`src/rtl/square_wave_period_detector.sv`:
```
// Hysteresis slicer plus rise-to-rise period / high-time meter for a sampled audio stream.
// All state advances on audio_clk_en; period_valid and timeout are single-clk pulses.
module square_wave_period_detector #(
  parameter int unsigned CLOCK_RATE      = 48000,
  parameter logic [15:0] HIGH_THRESHOLD  = 16'd40000,
  parameter logic [15:0] LOW_THRESHOLD   = 16'd24000,
  parameter int unsigned CNT_WIDTH       = 20,
  parameter int unsigned TIMEOUT_SAMPLES = 48000
) (
  input  logic                 clk,
  input  logic                 reset_n,
  input  logic                 audio_clk_en,
  input  logic [15:0]          in,
  output logic [CNT_WIDTH-1:0] period,
  output logic [CNT_WIDTH-1:0] high_time,
  output logic                 period_valid,
  output logic                 level,
  output logic                 locked,
  output logic                 timeout
);

  if (LOW_THRESHOLD >= HIGH_THRESHOLD || CLOCK_RATE == 0 || TIMEOUT_SAMPLES < 2 ||
      longint'(TIMEOUT_SAMPLES) >= (64'd1 << CNT_WIDTH)) begin : g_bad_params
    $error("square_wave_period_detector: inconsistent parameters");
  end

  localparam logic [CNT_WIDTH-1:0] TimeoutLast = CNT_WIDTH'(TIMEOUT_SAMPLES - 1);
  localparam logic [CNT_WIDTH-1:0] CntOne      = CNT_WIDTH'(1);

  typedef enum logic [1:0] {StSeek, StHigh, StLow} state_e;

  state_e               state_q, state_d;
  logic [CNT_WIDTH-1:0] cnt_q, cnt_d;
  logic [CNT_WIDTH-1:0] hi_latch_q, hi_latch_d;
  logic [CNT_WIDTH-1:0] period_q, period_d;
  logic [CNT_WIDTH-1:0] high_time_q, high_time_d;
  logic                 level_q, lvl_next;
  logic                 locked_q, locked_d;
  logic                 valid_q, valid_d;
  logic                 timeout_q, timeout_d;
  logic                 rise, fall, expire;

  always_comb begin
    lvl_next = level_q;
    if (in >= HIGH_THRESHOLD) begin
      lvl_next = 1'b1;
    end else if (in <= LOW_THRESHOLD) begin
      lvl_next = 1'b0;
    end
  end

  assign rise = ~level_q & lvl_next;
  assign fall = level_q & ~lvl_next;
  // A rise on the last permitted sample wins over the timeout.
  assign expire = (state_q != StSeek) && !rise && (cnt_q == TimeoutLast);

  always_ff @(posedge clk) begin
    if (!reset_n) begin
      state_q     <= StSeek;
      cnt_q       <= '0;
      hi_latch_q  <= '0;
      period_q    <= '0;
      high_time_q <= '0;
      level_q     <= 1'b0;
      locked_q    <= 1'b0;
      valid_q     <= 1'b0;
      timeout_q   <= 1'b0;
    end else begin
      state_q     <= state_d;
      cnt_q       <= cnt_d;
      hi_latch_q  <= hi_latch_d;
      period_q    <= period_d;
      high_time_q <= high_time_d;
      level_q     <= audio_clk_en ? lvl_next : level_q;
      locked_q    <= locked_d;
      valid_q     <= valid_d;
      timeout_q   <= timeout_d;
    end
  end

  always_comb begin
    state_d = state_q;
    if (audio_clk_en) begin
      unique case (state_q)
        StSeek:  if (rise) state_d = StHigh;
        StHigh:  if (expire) state_d = StSeek; else if (fall) state_d = StLow;
        StLow:   if (expire) state_d = StSeek; else if (rise) state_d = StHigh;
        default: state_d = StSeek;
      endcase
    end
  end

  always_comb begin
    cnt_d       = cnt_q;
    hi_latch_d  = hi_latch_q;
    period_d    = period_q;
    high_time_d = high_time_q;
    locked_d    = locked_q;
    valid_d     = 1'b0;
    timeout_d   = 1'b0;
    if (audio_clk_en) begin
      if (state_q == StSeek) begin
        if (rise) cnt_d = CntOne;
      end else if (expire) begin
        timeout_d = 1'b1;
        locked_d  = 1'b0;
        cnt_d     = '0;
      end else if (state_q == StLow && rise) begin
        period_d    = cnt_q;
        high_time_d = hi_latch_q;
        valid_d     = 1'b1;
        locked_d    = 1'b1;
        cnt_d       = CntOne;
      end else begin
        cnt_d = cnt_q + CntOne;
        // Count so far covers rise sample inclusive to fall sample exclusive.
        if (state_q == StHigh && fall) hi_latch_d = cnt_q;
      end
    end
  end

  assign period       = period_q;
  assign high_time    = high_time_q;
  assign period_valid = valid_q;
  assign level        = level_q;
  assign locked       = locked_q;
  assign timeout      = timeout_q;

endmodule

```
`config.mk`:
```
export PLATFORM = sky130hd
export DESIGN_NAME = square_wave_period_detector
export DESIGN_NICKNAME = d
export VERILOG_FILES = /design/src/rtl/square_wave_period_detector.sv
export SDC_FILE = /design/constraint.sdc
export NUM_CORES = 1
export LEC_CHECK = 0
export ABC_AREA = 1
export CORE_MARGIN = 10
export CORE_UTILIZATION = 38
export CTS_BUF_LIST = sky130_fd_sc_hd__clkbuf_16
export DETAILED_ROUTE_END_ITERATION = 10
export PLACE_DENSITY = 0.71
export SYNTH_ARGS = -nofsm -noshare
export SYNTH_HDL_FRONTEND = slang
export SYNTH_SLANG_ARGS = --single-unit
```
`constraint.sdc`:
```
create_clock -name clk -period 5.1 [get_ports clk]
set_input_delay 0.765 -clock clk [delete_from_list [all_inputs] [get_ports clk]]
set_output_delay 0.765 -clock clk [all_outputs]
set_load 0.05 [all_outputs]
```
==> images/pdn.png <==
Pins as bars on the die edge.
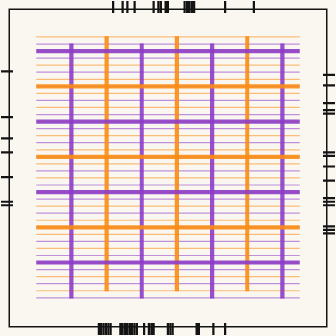
Orange is VDD. Purple is VSS.
7 straps on met4. 63 signal pins sit on the boundary.
Die Y-Extent: 122 um
Floorplan Core Area: 10200 um^2
largest vdd supply drop: 0.176 mV

==> images/cell_classes.png <==
Bar = 20 um.
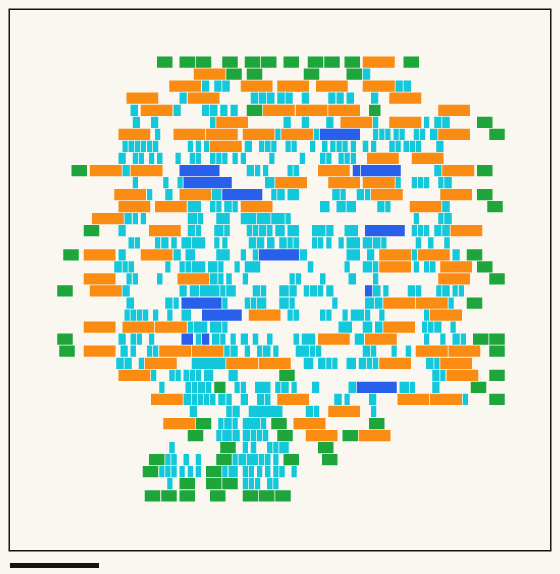
Green is other buffers and delay cells, cells 64. Blue is clock drivers and dummy loads, cells 14. Orange is flip-flops, cells 86. Cyan is all other logic, cells 437.

==> results.rst <==
Metrics
=======

.. list-table::
   :header-rows: 1

   * - Metric
     - Value
   * - Status
     - complete, no violations
   * - Global-route usage over all layers
     - 13.1%
   * - Count of different cell masters after synthesis
     - 29
   * - Area Overhead vs Synth
     - 22.3%
   * - Final-report max-slew violation count
     - 0
   * - Worst slack at placement
     - 1.77 ns
   * - Internal power
     - 1090 uW
   * - XOR/XNOR Area Share
     - 3.55%
   * - Leakage
     - 0.00203 uW
   * - Wire length of the first global-routing pass
     - 16.2 mm
   * - Capturing element type of the critical path
     - flip-flop
   * - Clock tree from TritonCTS
     - built
   * - Largest net degree at the start of global routing
     - 67
   * - IO Port Bufs
     - 62
   * - Area of the multi-input gates
     - 1790 um^2
   * - Warnings, synthesis
     - 0
   * - Total cell area reported by yosys after synthesis
     - 3950 um^2
   * - Reg area
     - 1720 um^2
   * - Share of final-layout standard cells stronger than drive strength 1
     - 4.83%
   * - Main logic family after synthesis
     - simple AND/OR/NAND/NOR gates
   * - Number of antenna violations at the first check in global routing
     - 0
   * - Final period util
     - 58.2%
   * - Ant diodes
     - 0
   * - Post-route worst setup slack
     - 2.13 ns
   * - Number of failing setup endpoints in the final timing report
     - 0
   * - Slowest Stage Delay on Critical Path
     - 0.53 ns
   * - Crit path max-delay cell type
     - sky130_fd_sc_hd__nand4_4
   * - Required time worst endpoint
     - 5.37 ns
   * - Die Width
     - 122 um
   * - # DRC
     - 0
   * - Final Instance Count excl. Fillers
     - 737
   * - Max Cap Viol
     - 0
   * - Weighted congestion reported at the end of routability-driven placement
     - 0.892
   * - Total of hold buffers inserted after clock tree synthesis
     - 0
   * - Crit-path leading delay family
     - simple AND/OR/NAND/NOR gates
   * - Worst-path maximum fanout
     - 40
   * - Actual slew at the worst max-slew pin
     - 0.916 ns
   * - Max H-tree Level
     - 3
   * - Portion of the post-synthesis area used by sequential elements
     - 43.6%
   * - Synth Instances
     - 560
   * - Relative slew slack
     - 38.9%
   * - Area share of and/or/nand/nor cells after synthesis
     - 29.1%
   * - Fa+ha+maj area frac
     - 0.317%
   * - Final HPWL from detailed placement
     - 6.76 mm
   * - Fp_density
     - 38.6%
   * - Peak clock frequency supported by timing
     - 0.337 GHz
   * - Arrival time of data at the critical path endpoint
     - 3.25 ns
   * - Post-DRT Antenna Nets
     - 0
   * - Clock tree root buffer cell
     - sky130_fd_sc_hd__clkbuf_16
   * - OpenROAD warning count
     - 26
   * - Startpoint types
     - input pin
   * - Detailed router's first-iteration violation count
     - 262
   * - Gate power share
     - 8.9%
   * - Net switching fraction of the power
     - 24.1%
   * - Critical-path cell list
     - clkdlybuf4s50_1, inv_1, nand2_1, nor2_1, nand3b_1, nand2_1, nand2_1, nand2_4, nand2_1, nand2_2, nand4_4, nand2_1, nand2_1, nor2_1
   * - Routed vias/inst
     - 4.77
   * - Crit path buffers/inverters
     - 2
   * - Register bit count reported by yosys
     - 86
   * - Layout Nets
     - 618
   * - Chip Footprint
     - 14900 um^2
   * - Cell area after technology mapping
     - 3950 um^2
   * - Post-synthesis mux area share
     - 0%
   * - Cell area reported after detailed placement
     - 4550 um^2
   * - Cell total in the yosys stat output
     - 560
   * - FP Rows
     - 37
   * - Power density relative to cell area
     - 299 nW/um^2
   * - Number of buffers inserted to repair setup after CTS
     - 0
   * - Sequential share of power
     - 47.8%
   * - Number of detailed-route iterations in the first pass
     - 4
   * - Setup repair after global routing missed its margin
     - false
   * - Number of buffers created by CTS
     - 9
==> images/clock_map.png <==
Bar = 20 um.
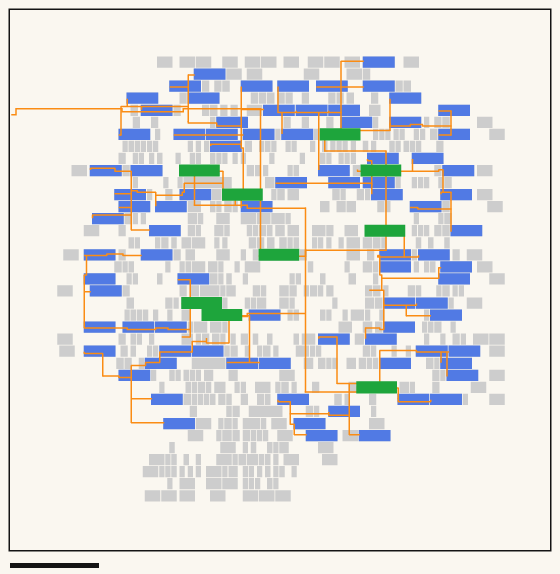
Blue is flip-flops, count 86. Orange is clock wires, length 1040 um. Green is cells driving clock nets, count 9.
There are 10 routed clock nets.
clock latency reported for the late side of the worst-skew pair: 0.34 ns
setup clock skew after layout: 0.00511 ns

## sequential cells by signal (all words and copies together) (netlist names)
| register | flops |
|---|---|
| cnt_q | 20 |
| hi_latch_q | 20 |
| high_time | 20 |
| level | 1 |
| locked | 1 |
| period | 20 |
| period_valid | 1 |
| state_q | 2 |
| timeout | 1 |
## synth_stat cells, drive strengths merged
library cell / count / area, um^2
a21oi: 64 / 320
buf: 27 / 166
clkbuf: 10 / 37.5
dfxtp: 86 / 1720
ha: 1 / 12.5
inv: 62 / 233
nand2: 134 / 513
nand3: 12 / 65.1
nand3b: 3 / 22.5
nand4: 26 / 193
nor2: 75 / 287
nor3: 8 / 50.1
nor3b: 1 / 7.51
o21ai: 32 / 160
o22ai: 1 / 6.26
or2: 2 / 12.5
xnor2: 3 / 26.3
xor2: 13 / 114
## stage by stage
step,total power [uW],hold WS (ns)
final,1440,0.451
after CTS,1450,0.452
after floorplan,790,0.430
after global routing,1490,0.467
after global placement,831,0.436
after detailed placement,834,0.441
## power by group through the flow
stage / combinational [uW] / sequential, uW / clock [uW]
after global routing: 141 / 691 / 654
after global placement: 126 / 704 / 0
after CTS: 130 / 690 / 630
after floorplan: 60.0 / 730 / 0
after detailed placement: 129 / 705 / 0
final: 129 / 690 / 625
## worst paths after layout
| check | start | endpoint | slack (ns) | depth (start not counted) |
|---|---|---|---|---|
| hold reg to reg | hi_latch_q[13]$_SDFFE_PN0P_ | high_time[13]$_SDFFE_PN0P_ | 0.45 | 2 |
| setup reg to reg | cnt_q[0]$_SDFFE_PN0P_ | hi_latch_q[15]$_SDFFE_PN0P_ | 2.50 | 10 |
| hold / removal | hi_latch_q[13]$_SDFFE_PN0P_ | high_time[13]$_SDFFE_PN0P_ | 0.45 | 2 |
| setup / recovery | in[9] | hi_latch_q[15]$_SDFFE_PN0P_ | 2.13 | 14 |
## cells in the final DEF (no fill, tap or decap), drive strengths merged
| cell type | count |
|---|---|
| nand3b | 3 |
| clkbuf | 9 |
| clkdlybuf4s50 | 62 |
| o22ai | 1 |
| nor3 | 8 |
| a21oi | 64 |
| inv | 62 |
| ha | 1 |
| nor2 | 75 |
| nand4 | 26 |
| nand3 | 12 |
| buf | 2 |
| nand2 | 134 |
| clkinvlp | 1 |
| o21ai | 32 |
| xnor2 | 3 |
| clkinv | 3 |
| bufinv | 1 |
| or2 | 2 |
| dfxtp | 86 |
| xor2 | 13 |
| nor3b | 1 |
## kinds of logic after synthesis
logic type | after synthesis
adders and majority gates | 1
DFF | 86
buffers and inverters | 99
xor gates and xnor gates | 16
AOI/OAI and AO/OA | 97
and+or+nand+nor | 261
## layout make-up
class | count | area share (%)
Multi-Input combinational cell | 375 | 37.1
Sequential cell | 86 | 35.7
Timing Repair Buffer | 64 | 13.2
Inverter | 62 | 4.82
Clock buffer | 9 | 4.67
Tap cell | 136 | 3.53
Clock inverter | 5 | 1.09
## per-layer routing
metal  routed length [um]  part of all wire (%)  global-route usage, %
met5                    0                     0                      0
met4                   74                  0.77                   4.25
met3                  562                   5.8                   3.15
met2                 4710                    49                   22.2
met1                 4270                    44                   16.0
Power is estimated from default activity; no workload was simulated.
